[config.mk]
export PLATFORM = sky130hd
export DESIGN_NAME = axi_aw_w_arbiter
export DESIGN_NICKNAME = d
export VERILOG_FILES = /design/src/rtl/axi_aw_w_arbiter_pkg.sv /design/src/rtl/axi_typedef_pkg.sv /design/src/rtl/axi_w_route_fifo.sv /design/src/rtl/axi_aw_w_arbiter.sv
export SDC_FILE = /design/constraint.sdc
export NUM_CORES = 1
export LEC_CHECK = 0
export ABC_AREA = 1
export CORE_AREA = 4 4 220 222
export DETAILED_ROUTE_END_ITERATION = 10
export DIE_AREA = 0 0 224 226
export GPL_TIMING_DRIVEN = 0
export PLACE_DENSITY = 0.5
export SYNTH_ARGS = -nofsm -noshare
export SYNTH_HDL_FRONTEND = slang
export SYNTH_SLANG_ARGS = --single-unit
[constraint.sdc]
create_clock -name clk -period 5.1 [get_ports clk]
set_clock_uncertainty 0.1 [all_clocks]
set_input_delay 1.275 -clock clk [delete_from_list [all_inputs] [get_ports clk]]
set_output_delay 1.275 -clock clk [all_outputs]
set_load 0.01 [all_outputs]
[src/rtl/axi_aw_w_arbiter_pkg.sv]
// -----------------------------------------------------------------------------
// axi_aw_w_arbiter_pkg
// Local types and helpers for the AW/W arbiter: the AW output state machine
// encoding and the modulo-N index helper used by the round-robin scan.
// -----------------------------------------------------------------------------
package axi_aw_w_arbiter_pkg;

  typedef enum logic {
    AW_IDLE = 1'b0,  // m_aw_valid low
    AW_HOLD = 1'b1   // m_aw_valid high, payload frozen until m_aw_ready
  } aw_state_e;

  // (base + offset) mod n, assuming base < n and offset <= n.
  function automatic int unsigned rr_index(input int unsigned base,
                                           input int unsigned offset,
                                           input int unsigned n);
    int unsigned sum;
    sum = base + offset;
    return (sum >= n) ? (sum - n) : sum;
  endfunction

endpackage

[src/rtl/axi_typedef_pkg.sv]
// -----------------------------------------------------------------------------
// axi_typedef_pkg
// Shared AXI channel typedefs for the crossbar. Field widths are set here once
// and reused by every block that carries AW or W payloads.
//   aw_chan_t : id, addr, len, size, burst, lock, cache, prot, qos, region,
//               atop, user
//   w_chan_t  : data, strb, last, user
// -----------------------------------------------------------------------------
package axi_typedef_pkg;

  localparam int unsigned ID_W   = 4;
  localparam int unsigned ADDR_W = 32;
  localparam int unsigned DATA_W = 32;
  localparam int unsigned STRB_W = DATA_W / 8;
  localparam int unsigned USER_W = 1;

  typedef logic [ID_W-1:0]   id_t;
  typedef logic [ADDR_W-1:0] addr_t;
  typedef logic [DATA_W-1:0] data_t;
  typedef logic [STRB_W-1:0] strb_t;
  typedef logic [USER_W-1:0] user_t;
  typedef logic [7:0]        len_t;
  typedef logic [2:0]        size_t;
  typedef logic [1:0]        burst_t;
  typedef logic [3:0]        cache_t;
  typedef logic [2:0]        prot_t;
  typedef logic [3:0]        qos_t;
  typedef logic [3:0]        region_t;
  typedef logic [5:0]        atop_t;

  typedef struct packed {
    id_t     id;
    addr_t   addr;
    len_t    len;
    size_t   size;
    burst_t  burst;
    logic    lock;
    cache_t  cache;
    prot_t   prot;
    qos_t    qos;
    region_t region;
    atop_t   atop;
    user_t   user;
  } aw_chan_t;

  typedef struct packed {
    data_t data;
    strb_t strb;
    logic  last;
    user_t user;
  } w_chan_t;

endpackage

[src/rtl/axi_w_route_fifo.sv]
// -----------------------------------------------------------------------------
// axi_w_route_fifo
// Small FIFO of requester indices recording AW grant order so W bursts can be
// steered to the shared port in the same order.
// Ports:
//   clk, rst_n    clock, synchronous active-low reset
//   push, push_data  enqueue a grant index (ignored when full)
//   pop           dequeue the head (ignored when empty)
//   head          index at the head of the FIFO
//   full, empty   status, both derived from the registered count
// -----------------------------------------------------------------------------
module axi_w_route_fifo #(
  parameter int unsigned DEPTH = 4,
  parameter int unsigned WIDTH = 2
) (
  input  logic             clk,
  input  logic             rst_n,
  input  logic             push,
  input  logic [WIDTH-1:0] push_data,
  input  logic             pop,
  output logic [WIDTH-1:0] head,
  output logic             full,
  output logic             empty
);

  localparam int unsigned PTR_W = (DEPTH > 1) ? $clog2(DEPTH) : 1;
  localparam int unsigned CNT_W = $clog2(DEPTH + 1);

  logic [WIDTH-1:0] mem_q [DEPTH];
  logic [WIDTH-1:0] mem_d [DEPTH];
  logic [PTR_W-1:0] wr_ptr_q, wr_ptr_d;
  logic [PTR_W-1:0] rd_ptr_q, rd_ptr_d;
  logic [CNT_W-1:0] count_q,  count_d;
  logic             do_push, do_pop;

  assign full    = (count_q == CNT_W'(DEPTH));
  assign empty   = (count_q == '0);
  assign do_push = push & ~full;
  assign do_pop  = pop & ~empty;
  assign head    = mem_q[rd_ptr_q];

  function automatic logic [PTR_W-1:0] ptr_inc(input logic [PTR_W-1:0] p);
    return (p == PTR_W'(DEPTH - 1)) ? '0 : p + 1'b1;
  endfunction

  always_comb begin
    // NOTE: every signal written here gets a default first so no path leaves
    // it unassigned, which would otherwise infer a latch.
    mem_d    = mem_q;
    wr_ptr_d = wr_ptr_q;
    rd_ptr_d = rd_ptr_q;
    count_d  = count_q;
    if (do_push) begin
      mem_d[wr_ptr_q] = push_data;
      wr_ptr_d        = ptr_inc(wr_ptr_q);
    end
    if (do_pop) begin
      rd_ptr_d = ptr_inc(rd_ptr_q);
    end
    case ({do_push, do_pop})
      2'b10:   count_d = count_q + 1'b1;
      2'b01:   count_d = count_q - 1'b1;
      default: count_d = count_q;
    endcase
  end

  // NOTE: sequential state uses non-blocking assignments so every flop
  // samples the pre-edge values regardless of statement order.
  always_ff @(posedge clk) begin
    if (!rst_n) begin
      wr_ptr_q <= '0;
      rd_ptr_q <= '0;
      count_q  <= '0;
    end else begin
      wr_ptr_q <= wr_ptr_d;
      rd_ptr_q <= rd_ptr_d;
      count_q  <= count_d;
    end
  end

  // NOTE: the storage array is deliberately not reset; entries are only read
  // once the count says they were written, so resetting them buys nothing.
  always_ff @(posedge clk) begin
    mem_q <= mem_d;
  end

endmodule

[src/rtl/axi_aw_w_arbiter.sv]
// -----------------------------------------------------------------------------
// axi_aw_w_arbiter
// Shares one downstream AXI write path (AW + W) between NUM_REQ requesters.
// AW is arbitrated round-robin into a registered, AXI-stable output; each
// grant index is pushed into a route FIFO whose head steers W beats to the
// shared port, so W bursts follow AW grant order and never precede their AW.
// Optional feature macro: AXI_ARB_QOS_EN -- when defined, only requesters
// carrying the highest valid qos compete, round-robin among themselves.
// Ports:
//   clk, rst_n                        clock, synchronous active-low reset
//   s_aw_valid/ready/chan [NUM_REQ]   upstream AW channels
//   s_w_valid/ready/chan  [NUM_REQ]   upstream W channels
//   m_aw_valid/ready/chan             downstream AW (valid/payload registered)
//   m_w_valid/ready/chan              downstream W (combinational from head)
// -----------------------------------------------------------------------------
module axi_aw_w_arbiter
  import axi_typedef_pkg::*;
  import axi_aw_w_arbiter_pkg::*;
#(
  parameter int unsigned NUM_REQ     = 4,
  parameter int unsigned ROUTE_DEPTH = 4
) (
  input  logic                     clk,
  input  logic                     rst_n,
  input  logic     [NUM_REQ-1:0]   s_aw_valid,
  output logic     [NUM_REQ-1:0]   s_aw_ready,
  input  aw_chan_t [NUM_REQ-1:0]   s_aw_chan,
  input  logic     [NUM_REQ-1:0]   s_w_valid,
  output logic     [NUM_REQ-1:0]   s_w_ready,
  input  w_chan_t  [NUM_REQ-1:0]   s_w_chan,
  output logic                     m_aw_valid,
  input  logic                     m_aw_ready,
  output aw_chan_t                 m_aw_chan,
  output logic                     m_w_valid,
  input  logic                     m_w_ready,
  output w_chan_t                  m_w_chan
);

  localparam int unsigned IDX_W = $clog2(NUM_REQ);

  aw_state_e          state_q, state_d;
  logic [IDX_W-1:0]   rr_ptr_q, rr_ptr_d;
  aw_chan_t           m_aw_chan_q, m_aw_chan_d;

  logic [NUM_REQ-1:0] cand;
  logic               win_found;
  logic [IDX_W-1:0]   win_idx;
  logic               aw_grant;

  logic               route_push, route_pop;
  logic [IDX_W-1:0]   route_head;
  logic               route_full, route_empty;

  // ---------------------------------------------------------------------------
  // Winner selection: first candidate at or after rr_ptr, wrapping.
  // ---------------------------------------------------------------------------
`ifdef AXI_ARB_QOS_EN
  qos_t max_qos;
`endif

  always_comb begin
    cand      = s_aw_valid;
    win_found = 1'b0;
    win_idx   = '0;
`ifdef AXI_ARB_QOS_EN
    max_qos = '0;
    for (int unsigned i = 0; i < NUM_REQ; i++) begin
      if (s_aw_valid[i] && (s_aw_chan[i].qos > max_qos)) max_qos = s_aw_chan[i].qos;
    end
    for (int unsigned i = 0; i < NUM_REQ; i++) begin
      if (s_aw_chan[i].qos != max_qos) cand[i] = 1'b0;
    end
`endif
    for (int unsigned k = 0; k < NUM_REQ; k++) begin
      int unsigned idx;
      idx = rr_index(int'(rr_ptr_q), k, NUM_REQ);
      if (!win_found && cand[idx[IDX_W-1:0]]) begin
        win_found = 1'b1;
        win_idx   = idx[IDX_W-1:0];
      end
    end
  end

  // ---------------------------------------------------------------------------
  // AW state machine. A grant may only happen while the output register is
  // free (IDLE) or being emptied this cycle (HOLD with m_aw_ready), and only
  // while the route FIFO has room by its registered count.
  // ---------------------------------------------------------------------------
  always_comb begin
    state_d     = state_q;
    rr_ptr_d    = rr_ptr_q;
    m_aw_chan_d = m_aw_chan_q;
    s_aw_ready  = '0;
    route_push  = 1'b0;
    aw_grant    = win_found && ((state_q == AW_IDLE) || m_aw_ready) && !route_full;

    if (aw_grant) begin
      s_aw_ready[win_idx] = 1'b1;
      m_aw_chan_d         = s_aw_chan[win_idx];
      route_push          = 1'b1;
      rr_ptr_d            = IDX_W'(rr_index(int'(win_idx), 1, NUM_REQ));
      state_d             = AW_HOLD;
    end else if ((state_q == AW_HOLD) && m_aw_ready) begin
      state_d = AW_IDLE;
    end
  end

  always_ff @(posedge clk) begin
    if (!rst_n) begin
      state_q     <= AW_IDLE;
      rr_ptr_q    <= '0;
      m_aw_chan_q <= '0;
    end else begin
      state_q     <= state_d;
      rr_ptr_q    <= rr_ptr_d;
      m_aw_chan_q <= m_aw_chan_d;
    end
  end

  assign m_aw_valid = (state_q == AW_HOLD);
  assign m_aw_chan  = m_aw_chan_q;

  // ---------------------------------------------------------------------------
  // Route FIFO and W steering. Only the head requester sees m_w_ready.
  // ---------------------------------------------------------------------------
  axi_w_route_fifo #(
    .DEPTH (ROUTE_DEPTH),
    .WIDTH (IDX_W)
  ) u_route_fifo (
    .clk       (clk),
    .rst_n     (rst_n),
    .push      (route_push),
    .push_data (win_idx),
    .pop       (route_pop),
    .head      (route_head),
    .full      (route_full),
    .empty     (route_empty)
  );

  always_comb begin
    s_w_ready = '0;
    m_w_valid = 1'b0;
    m_w_chan  = '0;
    if (!route_empty) begin
      m_w_valid             = s_w_valid[route_head];
      m_w_chan              = s_w_chan[route_head];
      s_w_ready[route_head] = m_w_ready;
    end
  end

  assign route_pop = m_w_valid & m_w_ready & m_w_chan.last;

endmodule

==> impl_metrics.ini, run 1 <==
; yosys + openroad results
[outcome]
status = finished, final reports clean

[routing]
drc_errors = 0
m1WireLength_um = 19300
vias = 11800
drtIter0Drc = 544
viasPerCell = 4.36
ant_nets = 0
route.met3.wl_um = 4440
maxUsedRoutingLayer = met5
dr.pass1.iters = 5

[layout]
clockBufferCount = 13
sh_comb_area_pct = 30.4
final_cells = 2707
register_area_mm2 = 0.00188
layout_top_cell = clkdlybuf4s50_1
antennaDiodeCount = 8
comb_cells = 909
fin_area_mm2 = 0.0154
syn_to_final_growth_pct = 80.2
final_cell_mix = clkdlybuf4s50_1 (566), inv_1 (393), nand3_1 (371)
inverters_excl_clock = 400
n_all_buffers = 678

[power_and_ir_drop]
pwr-share-clk_pct = 6.9
p_int_mw = 4.74
power_frac_comb_pct = 81.3
clock_power_uw = 711
power.density_mw_per_mm2 = 667
leakagePower_nw = 7.68
seqPwrFrac_pct = 11.8

[worst_setup_path]
cp.buffers_inverters = 7
crit_path_max_incr_delay_ns = 0.48
rrSetupSlack_ns = 2.02
crit_chain = clkdlybuf4s50_1, inv_1, nand2_1, nand3_1, nand2_1, inv_1, nand4_1, inv_1, nor2_4, buf_4, ha_1, inv_1, nor2_1, dlygate4sd2_1
rr_worst_depth = 16
worstPathRequired_ns = 3.72
cpMostUsedCell = inv_1
cp_top_family = buffers and inverters
cp_max_fo = 11
regToRegEndpoint = u_route_fifo.count_q[2]$_SDFFE_PN0P_
endpoint = s_aw_ready[0]

[cts]
clock.latency.late_pin_ns = 0.35
htree_levels = 3
root_buffer = clkbuf_16
clk_pin_slew_ns = 0.07
cts_hold_buf = 0
cts_tree = built
cts_buffer_depth = 2
post_cts_buffers = 5

[grt]
use_met2_pct = 36.4
met3_usage_pct = 5.94
grt_use_met1_pct = 20.9
grt_max_degree = 21
grt_pass1_vias = 12200

[yosys]
synth-async-reset-ratio_pct = 0
synth.distinct_cells = 29
aoi_share_pct = 16.2
synth.avg_cell_area_um2 = 5.69
yosys_warnings = 0
synthAdderAreaFrac_pct = 1.70
synth-edff-count = 8
synth_top_area_share_pct = 21.7
synth_top_flop_cell = dfxtp_1
top_cell = inv_1
synthCells = 1503
ys_sh_simple_pct = 36.7
ys_area_mm2 = 0.00855
largest_area_cell = nand3_1
synth-xor-area-share_pct = 0
topCombFamilyByArea = simple AND/OR/NAND/NOR gates
ys_seq_share_pct = 22.0
syn_area_mm2 = 0.00855

[flow_run]
maxCapViolCount = 0

[placed_design]
pre_cts_slack_ns = -0.681
gp_congestion = 0.912
port-buffer-count = 570

[worst_hold_path]
min_path_type = flip-flop to flip-flop
hold_depth = 2
whs_endpoint = u_route_fifo.count_q[2]$_SDFFE_PN0P_

[timing]
fin_crit_ns = 4.91
fin_tns_setup_ns = 0
final_hold_viol_count = 0
period_used_pct = 96.3
fmax_ghz = 0.204

[die]
die_h_um = 226
n_tap_cell = 607
chipWidth_um = 224
core_mm2 = 0.0464
pin_count = 572
floorplan.core_util_pct = 18.5
rows = 79
Fig. 1: run 1, metal 4
Scale: 1.5 px per µm.
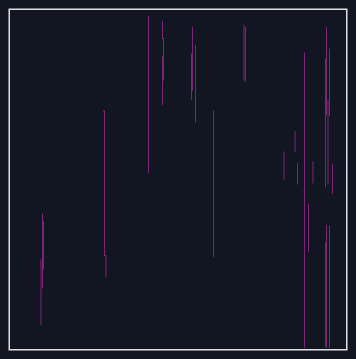
share of all routed wire: 2.9%
wire length on this layer: 1,490 µm

Fig. 2: run 1, supply network
Scale: 2 px per µm. Pins as bars on the die edge.
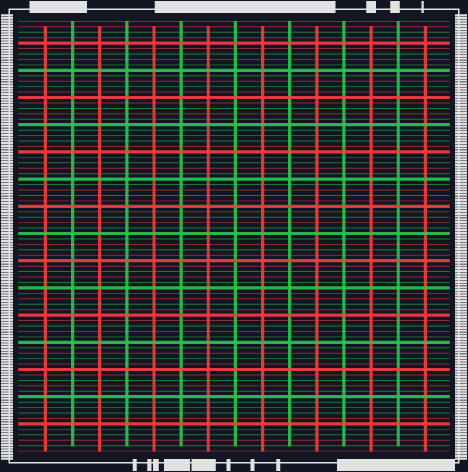
[VDD] green
[VSS] red
met5 straps: 15
rows: 79
met1 rails: 80
met4 straps: 15

Fig. 3: run 1, placement density heat map
Scale: 1 px per µm. The die is cut into 22 by 23 equal tiles; white is low, dark blue is high, 0 to 100% covered.
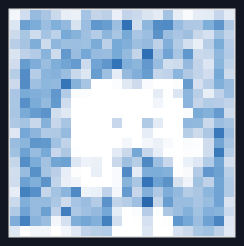
emptiest ninth of the die: center
fullest tile: 77%
tiles over 75% full: 0.20%
nearly empty tiles: 18%

Fig. 4: run 1, congestion heat map
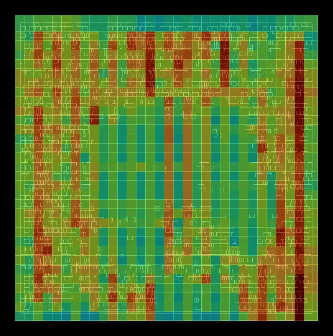
most used routing layer: met2
GRT Total Usage: 19.5%
Core Util, Final: 33.3%
WL per Instance: 19.2 µm

==> run 1 -> run 2 <==
--- a/config.mk
+++ b/config.mk
@@ -7,6 +7,7 @@
 export LEC_CHECK = 0
 export ABC_AREA = 1
 export CORE_AREA = 4 4 220 222
+export CTS_CLUSTER_DIAMETER = 60
 export DETAILED_ROUTE_END_ITERATION = 10
 export DIE_AREA = 0 0 224 226
 export GPL_TIMING_DRIVEN = 0
Fig. 5: run 2, metal 4
Scale: 1.5 px per µm.
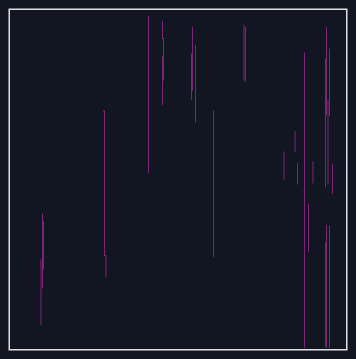
wire length on this layer: 1,490 µm
share of all routed wire: 2.9%

==> run 2 against run 1 <==
Against the previous run: clock power about the same; first-iteration DRC count is the same; sequential power about the same; power is the same; worst hold slack unchanged; final area stayed put; non-clock buffer count stayed put; routed wire length unchanged; flip-flop count unchanged; area after synthesis is the same; utilization is the same; cell count is the same; largest power group unchanged.
==> impl_metrics.ini, run 2 <==
; yosys + openroad results
[die]
chipWidth_um = 224
floorplan.core_util_pct = 18.5
core_mm2 = 0.0464
die_h_um = 226
n_tap_cell = 607
pin_count = 572

[flow_run]
maxCapViolCount = 0

[layout]
n_all_buffers = 678
inverters_excl_clock = 400
clockBufferCount = 13
utilization_pct = 33.3
comb_cells = 909
antennaDiodeCount = 8
syn_to_final_growth_pct = 80.2
fin_area_mm2 = 0.0154
final_cell_mix = clkdlybuf4s50_1 (566), inv_1 (393), nand3_1 (371)
register_area_mm2 = 0.00188

[cts]
post_cts_buffers = 5
clock.latency.late_pin_ns = 0.35
htree_levels = 3
root_buffer = clkbuf_16
cts_hold_buf = 0
cts_tree = built
clk_pin_slew_ns = 0.07
cts_buffer_depth = 2

[grt]
grt_use_total_pct = 19.5
grt_use_met1_pct = 20.9
grt_max_degree = 21
met3_usage_pct = 5.94
use_met2_pct = 36.4

[worst_hold_path]
min_path_type = flip-flop to flip-flop
hold_depth = 2
whs_endpoint = u_route_fifo.count_q[2]$_SDFFE_PN0P_

[placed_design]
gp_congestion = 0.912
pre_cts_slack_ns = -0.681

[worst_setup_path]
rrSetupSlack_ns = 2.02
cp_max_fo = 11
regToRegEndpoint = u_route_fifo.count_q[2]$_SDFFE_PN0P_
cp_top_family = buffers and inverters
crit_path_max_incr_delay_ns = 0.48
cpMostUsedCell = inv_1
worstPathRequired_ns = 3.72
rr_worst_depth = 16
crit_chain = clkdlybuf4s50_1, inv_1, nand2_1, nand3_1, nand2_1, inv_1, nand4_1, inv_1, nor2_4, buf_4, ha_1, inv_1, nor2_1, dlygate4sd2_1
endpoint = s_aw_ready[0]
cp.buffers_inverters = 7
worst-path-stages = 14

[routing]
ant_nets = 0
maxUsedRoutingLayer = met5
drtIter0Drc = 544
viasPerCell = 4.36
drc_errors = 0
route.met3.wl_um = 4440
vias = 11800
m1WireLength_um = 19300

[timing]
period_used_pct = 96.3
fmax_ghz = 0.204
final_hold_viol_count = 0
fin_crit_ns = 4.91

[yosys]
syn_area_mm2 = 0.00855
synthCells = 1503
synth-edff-count = 8
synth-async-reset-ratio_pct = 0
top_cell = inv_1
synth_top_flop_cell = dfxtp_1
yosys_warnings = 0
largest_area_cell = nand3_1
synth_top_area_share_pct = 21.7
ys_seq_share_pct = 22.0
synthAdderAreaFrac_pct = 1.70
aoi_share_pct = 16.2
synth-xor-area-share_pct = 0
ys_area_mm2 = 0.00855
synth.distinct_cells = 29

[power_and_ir_drop]
pwr-share-clk_pct = 6.9
p_int_mw = 4.74
leakagePower_nw = 7.68
power.density_mw_per_mm2 = 667
seqPwrFrac_pct = 11.8
clock_power_uw = 711

[outcome]
status = finished, final reports clean
Power is estimated from default activity; no workload was simulated.
